Figure 1. Port wiring.
Scale: 3 px per um.
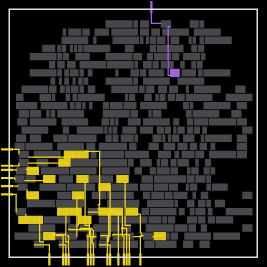
Figure 2. Routing congestion.
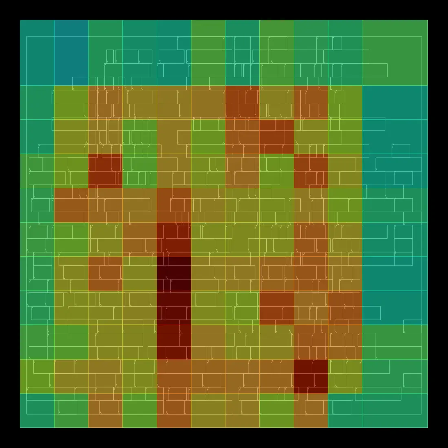
Figure 3. Routed clock nets over the placement.
Scale: 4 px per um.
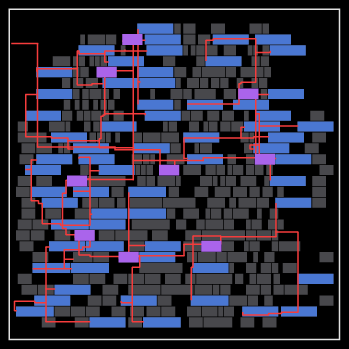
## src/rtl/drink_disp_pkg.sv

```systemverilog
// Shared constants for the drink display scanner.
// Holds the 5-bit display code values, the 7-bit glyph patterns in
// {a,b,c,d,e,f,g} order (bit 6 = segment a), and a one-hot helper.
package drink_disp_pkg;

    localparam logic [4:0] CODE_DASH  = 5'd16;
    localparam logic [4:0] CODE_BLANK = 5'd17;
    localparam logic [4:0] CODE_P     = 5'd18;
    localparam logic [4:0] CODE_L     = 5'd19;
    localparam logic [4:0] CODE_U     = 5'd20;
    localparam logic [4:0] CODE_N     = 5'd21;
    localparam logic [4:0] CODE_O     = 5'd22;
    localparam logic [4:0] CODE_R     = 5'd23;

    localparam logic [6:0] GLYPH_0     = 7'b1111110;
    localparam logic [6:0] GLYPH_1     = 7'b0110000;
    localparam logic [6:0] GLYPH_2     = 7'b1101101;
    localparam logic [6:0] GLYPH_3     = 7'b1111001;
    localparam logic [6:0] GLYPH_4     = 7'b0110011;
    localparam logic [6:0] GLYPH_5     = 7'b1011011;
    localparam logic [6:0] GLYPH_6     = 7'b1011111;
    localparam logic [6:0] GLYPH_7     = 7'b1110000;
    localparam logic [6:0] GLYPH_8     = 7'b1111111;
    localparam logic [6:0] GLYPH_9     = 7'b1111011;
    localparam logic [6:0] GLYPH_A     = 7'b1110111;
    localparam logic [6:0] GLYPH_B     = 7'b0011111;
    localparam logic [6:0] GLYPH_C     = 7'b1001110;
    localparam logic [6:0] GLYPH_D     = 7'b0111101;
    localparam logic [6:0] GLYPH_E     = 7'b1001111;
    localparam logic [6:0] GLYPH_F     = 7'b1000111;
    localparam logic [6:0] GLYPH_DASH  = 7'b0000001;
    localparam logic [6:0] GLYPH_BLANK = 7'b0000000;
    localparam logic [6:0] GLYPH_P     = 7'b1100111;
    localparam logic [6:0] GLYPH_L     = 7'b0001110;
    localparam logic [6:0] GLYPH_U     = 7'b0111110;
    localparam logic [6:0] GLYPH_N     = 7'b0010101;
    localparam logic [6:0] GLYPH_O     = 7'b0011101;
    localparam logic [6:0] GLYPH_R     = 7'b0000101;

    // One-hot of a digit index; callers size-cast to their digit count
    // (up to 32 digits).
    function automatic logic [31:0] onehot(input logic [4:0] i);
        return 32'd1 << i;
    endfunction

endpackage

```

## src/rtl/drink_seg7_lut.sv

```systemverilog
// Combinational 5-bit display code to 7-segment glyph decoder.
// Ports:
//   code - 5-bit display code (0-15 hex, 16-23 symbols, 24-31 blank)
//   seg  - {a,b,c,d,e,f,g}, active-high
module drink_seg7_lut
    import drink_disp_pkg::*;
(
    input  logic [4:0] code,
    output logic [6:0] seg
);

    always_comb begin
        seg = GLYPH_BLANK;
        case (code)
            5'd0:       seg = GLYPH_0;
            5'd1:       seg = GLYPH_1;
            5'd2:       seg = GLYPH_2;
            5'd3:       seg = GLYPH_3;
            5'd4:       seg = GLYPH_4;
            5'd5:       seg = GLYPH_5;
            5'd6:       seg = GLYPH_6;
            5'd7:       seg = GLYPH_7;
            5'd8:       seg = GLYPH_8;
            5'd9:       seg = GLYPH_9;
            5'd10:      seg = GLYPH_A;
            5'd11:      seg = GLYPH_B;
            5'd12:      seg = GLYPH_C;
            5'd13:      seg = GLYPH_D;
            5'd14:      seg = GLYPH_E;
            5'd15:      seg = GLYPH_F;
            CODE_DASH:  seg = GLYPH_DASH;
            CODE_BLANK: seg = GLYPH_BLANK;
            CODE_P:     seg = GLYPH_P;
            CODE_L:     seg = GLYPH_L;
            CODE_U:     seg = GLYPH_U;
            CODE_N:     seg = GLYPH_N;
            CODE_O:     seg = GLYPH_O;
            CODE_R:     seg = GLYPH_R;
            default:    seg = GLYPH_BLANK;
        endcase
    end

endmodule

```

## src/rtl/drink_display_scan.sv

```systemverilog
// Time-multiplexed 7-segment display driver for the vending front panel.
// Latches NUM_DIGITS display codes, scans them onto a shared segment bus
// with one dead cycle between digit slots, per-digit blinking and a
// global blank.
// Ports:
//   clk, rst    - clock, asynchronous active-high reset
//   load        - single-cycle strobe capturing code_in and blink_en
//   code_in     - digit i code at bits [5i+4:5i], digit 0 rightmost
//   blink_en    - per-digit blink request
//   blank       - level, forces all digits off
//   seg         - {a,b,c,d,e,f,g}, active-high
//   digit_en    - one-hot digit select, active-high
//   frame_start - pulse in the dead cycle that precedes digit 0
module drink_display_scan
    import drink_disp_pkg::*;
#(
    parameter int NUM_DIGITS  = 4,
    parameter int REFRESH_DIV = 50000,
    parameter int BLINK_TICKS = 250
) (
    input  logic                    clk,
    input  logic                    rst,
    input  logic                    load,
    input  logic [5*NUM_DIGITS-1:0] code_in,
    input  logic [NUM_DIGITS-1:0]   blink_en,
    input  logic                    blank,
    output logic [6:0]              seg,
    output logic [NUM_DIGITS-1:0]   digit_en,
    output logic                    frame_start
);

    localparam int PW = $clog2(REFRESH_DIV);
    localparam int IW = $clog2(NUM_DIGITS);
    localparam int BW = (BLINK_TICKS > 1) ? $clog2(BLINK_TICKS) : 1;

    logic [PW-1:0]         pre;
    logic [IW-1:0]         idx;
    logic [BW-1:0]         bc;
    logic                  phase;
    logic [4:0]            shadow [NUM_DIGITS];
    logic [NUM_DIGITS-1:0] blink_sh;

    logic                  tick;
    logic                  last_digit;
    logic [6:0]            lut_seg;
    logic [6:0]            vis_seg;
    logic [NUM_DIGITS-1:0] sel;

    assign tick       = (pre == PW'(REFRESH_DIV - 1));
    assign last_digit = (idx == IW'(NUM_DIGITS - 1));

    drink_seg7_lut u_lut (
        .code (shadow[idx]),
        .seg  (lut_seg)
    );

    // Blink-off phase suppresses segments but keeps the digit selected, so
    // the scan timing seen by the panel drivers never changes.
    assign vis_seg = (phase && blink_sh[idx]) ? GLYPH_BLANK : lut_seg;
    assign sel     = NUM_DIGITS'(onehot(5'(idx)));

    // Scan timing keeps running under blank so release resumes in place.
    always_ff @(posedge clk or posedge rst) begin
        if (rst) begin
            pre   <= '0;
            idx   <= '0;
            bc    <= '0;
            phase <= 1'b0;
        end else begin
            pre <= tick ? '0 : pre + 1'b1;
            if (tick) begin
                idx <= last_digit ? '0 : idx + 1'b1;
                if (bc == BW'(BLINK_TICKS - 1)) begin
                    bc    <= '0;
                    phase <= ~phase;
                end else begin
                    bc <= bc + 1'b1;
                end
            end
        end
    end

    always_ff @(posedge clk or posedge rst) begin
        if (rst) begin
            for (int i = 0; i < NUM_DIGITS; i++) begin
                shadow[i] <= CODE_BLANK;
            end
            blink_sh <= '0;
        end else if (load) begin
            for (int i = 0; i < NUM_DIGITS; i++) begin
                shadow[i] <= code_in[5*i +: 5];
            end
            blink_sh <= blink_en;
        end
    end

    // The tick cycle is a dead cycle: nothing driven while digit_en moves.
    always_ff @(posedge clk or posedge rst) begin
        if (rst) begin
            seg         <= '0;
            digit_en    <= '0;
            frame_start <= 1'b0;
        end else begin
            frame_start <= tick && last_digit;
            if (blank || tick) begin
                seg      <= '0;
                digit_en <= '0;
            end else begin
                seg      <= vis_seg;
                digit_en <= sel;
            end
        end
    end

endmodule

```

## config.mk

```make
export PLATFORM = sky130hd
export DESIGN_NAME = drink_display_scan
export DESIGN_NICKNAME = d
export VERILOG_FILES = /design/src/rtl/drink_disp_pkg.sv /design/src/rtl/drink_seg7_lut.sv /design/src/rtl/drink_display_scan.sv
export SDC_FILE = /design/constraint.sdc
export NUM_CORES = 1
export LEC_CHECK = 0
export CAP_MARGIN = 25
export CORE_UTILIZATION = 50
export CTS_CLUSTER_SIZE = 28
export DETAILED_ROUTE_END_ITERATION = 8
export PLACE_DENSITY = 0.76
export SYNTH_ARGS = -nofsm -noshare
export SYNTH_HDL_FRONTEND = slang
export SYNTH_SLANG_ARGS = --single-unit
```

## constraint.sdc

```tcl
create_clock -name clk -period 2.05 [get_ports clk]
set_input_delay 0.615 -clock clk [delete_from_list [all_inputs] [get_ports clk]]
set_output_delay 0.615 -clock clk [all_outputs]
set_load 0.01 [all_outputs]
```

==> summary.txt <==
outcome = completed
delay-heaviest family, CP = multiplexers
Mapped Cells = 275
YS chip area = 3210 um2
post-route ant nets = 0
Leakage = 1.77 nW
Synth Register Bits = 63
H-tree lvl count = 3
CP Capture Type = flip-flop
global route total overflow = 0
Hold Crit Start = pre[0]
first-pass GRT wire length = 11,300 um
most common cell in the netlist = dfrtp_1
Fill cells = 456
hold depth = 1
Worst EP required = 2.31 ns
layout cells sized above 1 = 29.0%
Hold Worst Slack = 0.450 ns
Comb power frac = 14.9%
multi-input gates = 188
CTS clk-pin slew, worst paths = 0.06 ns
pre-CTS WS = -0.101 ns
register area = 1590 um2
crit-path max FO = 6
CTS Buf Count = 9
TritonRoute pass-1 iters = 4
initial DRC count = 84
CP Class = reg2reg
WP buf/inv = 1
all-layer global routing usage = 22.7%
yosys stat cell total = 275
Final Max Tran Viols = 0
largest net degree at the start of global routing = 64
CTS tree = done
CTS Sinks = 63
Dominant flop cell = dfrtp_1
slew margin rel. = 73.6%
syn_nets = 317
postcts setup bufs = 0
critical path depth in cells = 5
post-DP HPWL = 4570 um
Critical-path top delay cell = mux4_2
Cell Type Count = 45
Critical Path Max Stage Delay = 0.62 ns
placed cell count = 398
r2r setup slk = 0.04 ns
number of clock-tree buffers in the layout = 12
Hold-fix buffers, CTS = 0
Comb gate area = 1570 um2
peak supply drop = 419 uV
Top Layout Cells = 54 x dfrtp_1, 39 x clkdlybuf4s50_1, 27 x mux2_2, 25 x buf_4, 20 x o21ai_0
largest class = sequential cells
DRC = 0
cell internal pwr = 2.29 mW
most numerous logic cell after layout = dfrtp_1
fin util = 68.5%
Setup crit start = idx[0]
worst setup margin = 0.0371 ns
synth cell count leaders = 55 x dfrtp_1, 27 x mux2_2, 21 x o21ai_0
clock network area share = 5.19%
Cell area leaders = dfrtp_1 43%, mux2_2 9.5%, dfstp_2 6.5%
FF-to-FF Start = idx[0]
Die X-Extent = 82.2 um
R2R cell count = 5
Placed Instance Area = 3830 um2
area leader, netlist = dfrtp_1
Max-area cell share = 42.8%
Comb. pwr = 0.443 mW
post-route insts no fill = 420
register area share after synthesis = 49.4%
Synth async-reset ratio = 100%
vias = 2,328
vias in the first global route = 2,361
final worst path period share = 98.2%
final hold violations = 0
post-CTS sizing = 3
tool warnings = 37
Top power group = sequential cells
Diodes inserted = 0
maxcap violations = 0
fin area = 4150 um2
Hold Crit Class = reg2reg
Crit Reg-Reg Endpoint = seg[5]
deepest clock path buffer count = 2
EDFF count, synth = 0
nets = 382
initial antenna violation count = 0
Tapcells = 75
fin crit period = 2.01 ns
core area = 6060 um2
Worst-Margin Slew = 0.396 ns
destination of the worst hold path = pre[0]
CTS root buf = clkbuf_8
# setup viols final = 0
drt via density = 5.54
Max Clk Rate = 497 MHz
Reg power frac = 45.7%
## Picture notes: Figure 1
legend:
  code_in:
    colour: yellow
    direction: input
    end_cells: 20
    buffers: 20
    wire: 377 um
  blank:
    colour: purple
    direction: input
    end_cells: 1
    buffers: 1
    wire: 26.8 um
Ports: 40
port bufs: 39

## Picture notes: Figure 2
Global Route met3 Usage: 6.26%
Wirelength per Cell: 15.8 um
met2 usage: 35.2%

## Picture notes: Figure 3
legend:
  clock wires:
    colour: red
    length: 790 um
  flip-flops:
    colour: blue
    count: 63
  clock drivers:
    colour: purple
    count: 9
routed clock nets: 10
flops lie: spread over the die
skew final: 0.00786 ns
clock share of power: 39.4%
P_clk: 1.17 mW
clk latency late pin: 0.34 ns

==> worst reg2reg max path, stage by stage, from the launching register on <==
cell and delay [ns]:
dfrtp_2 0.42, mux4_2 0.62, buf_4 0.18, mux2_2 0.27, a221o_1 0.35, a21oi_2 0.11
==> registers in the layout, indices dropped and copies added (netlist names) <==
register,flops
shadow,20
phase,1
blink_sh,4
seg,7
pre,16
idx,2
frame_start,1
bc,8
digit_en,4
==> logic make-up after synthesis <==
kind of cell | share of synthesized area [%]
compound gates | 7.79
xor+xnor | 3.54
fa+ha+maj | 5.45
buf+inv | 3.27
flops | 49.4
mux | 16.1
simple gates | 14.5
==> layer usage <==
layer	vias to the layer above	part of all wire, %	GRT usage (%)
li1	1120	-	-
met1	1148	46	29.8
met2	48	49	35.2
met3	12	3.6	6.26
met4	0	1.7	9.65
met5	-	0	0
No activity file was given, so power comes from the tool's default toggle rates.
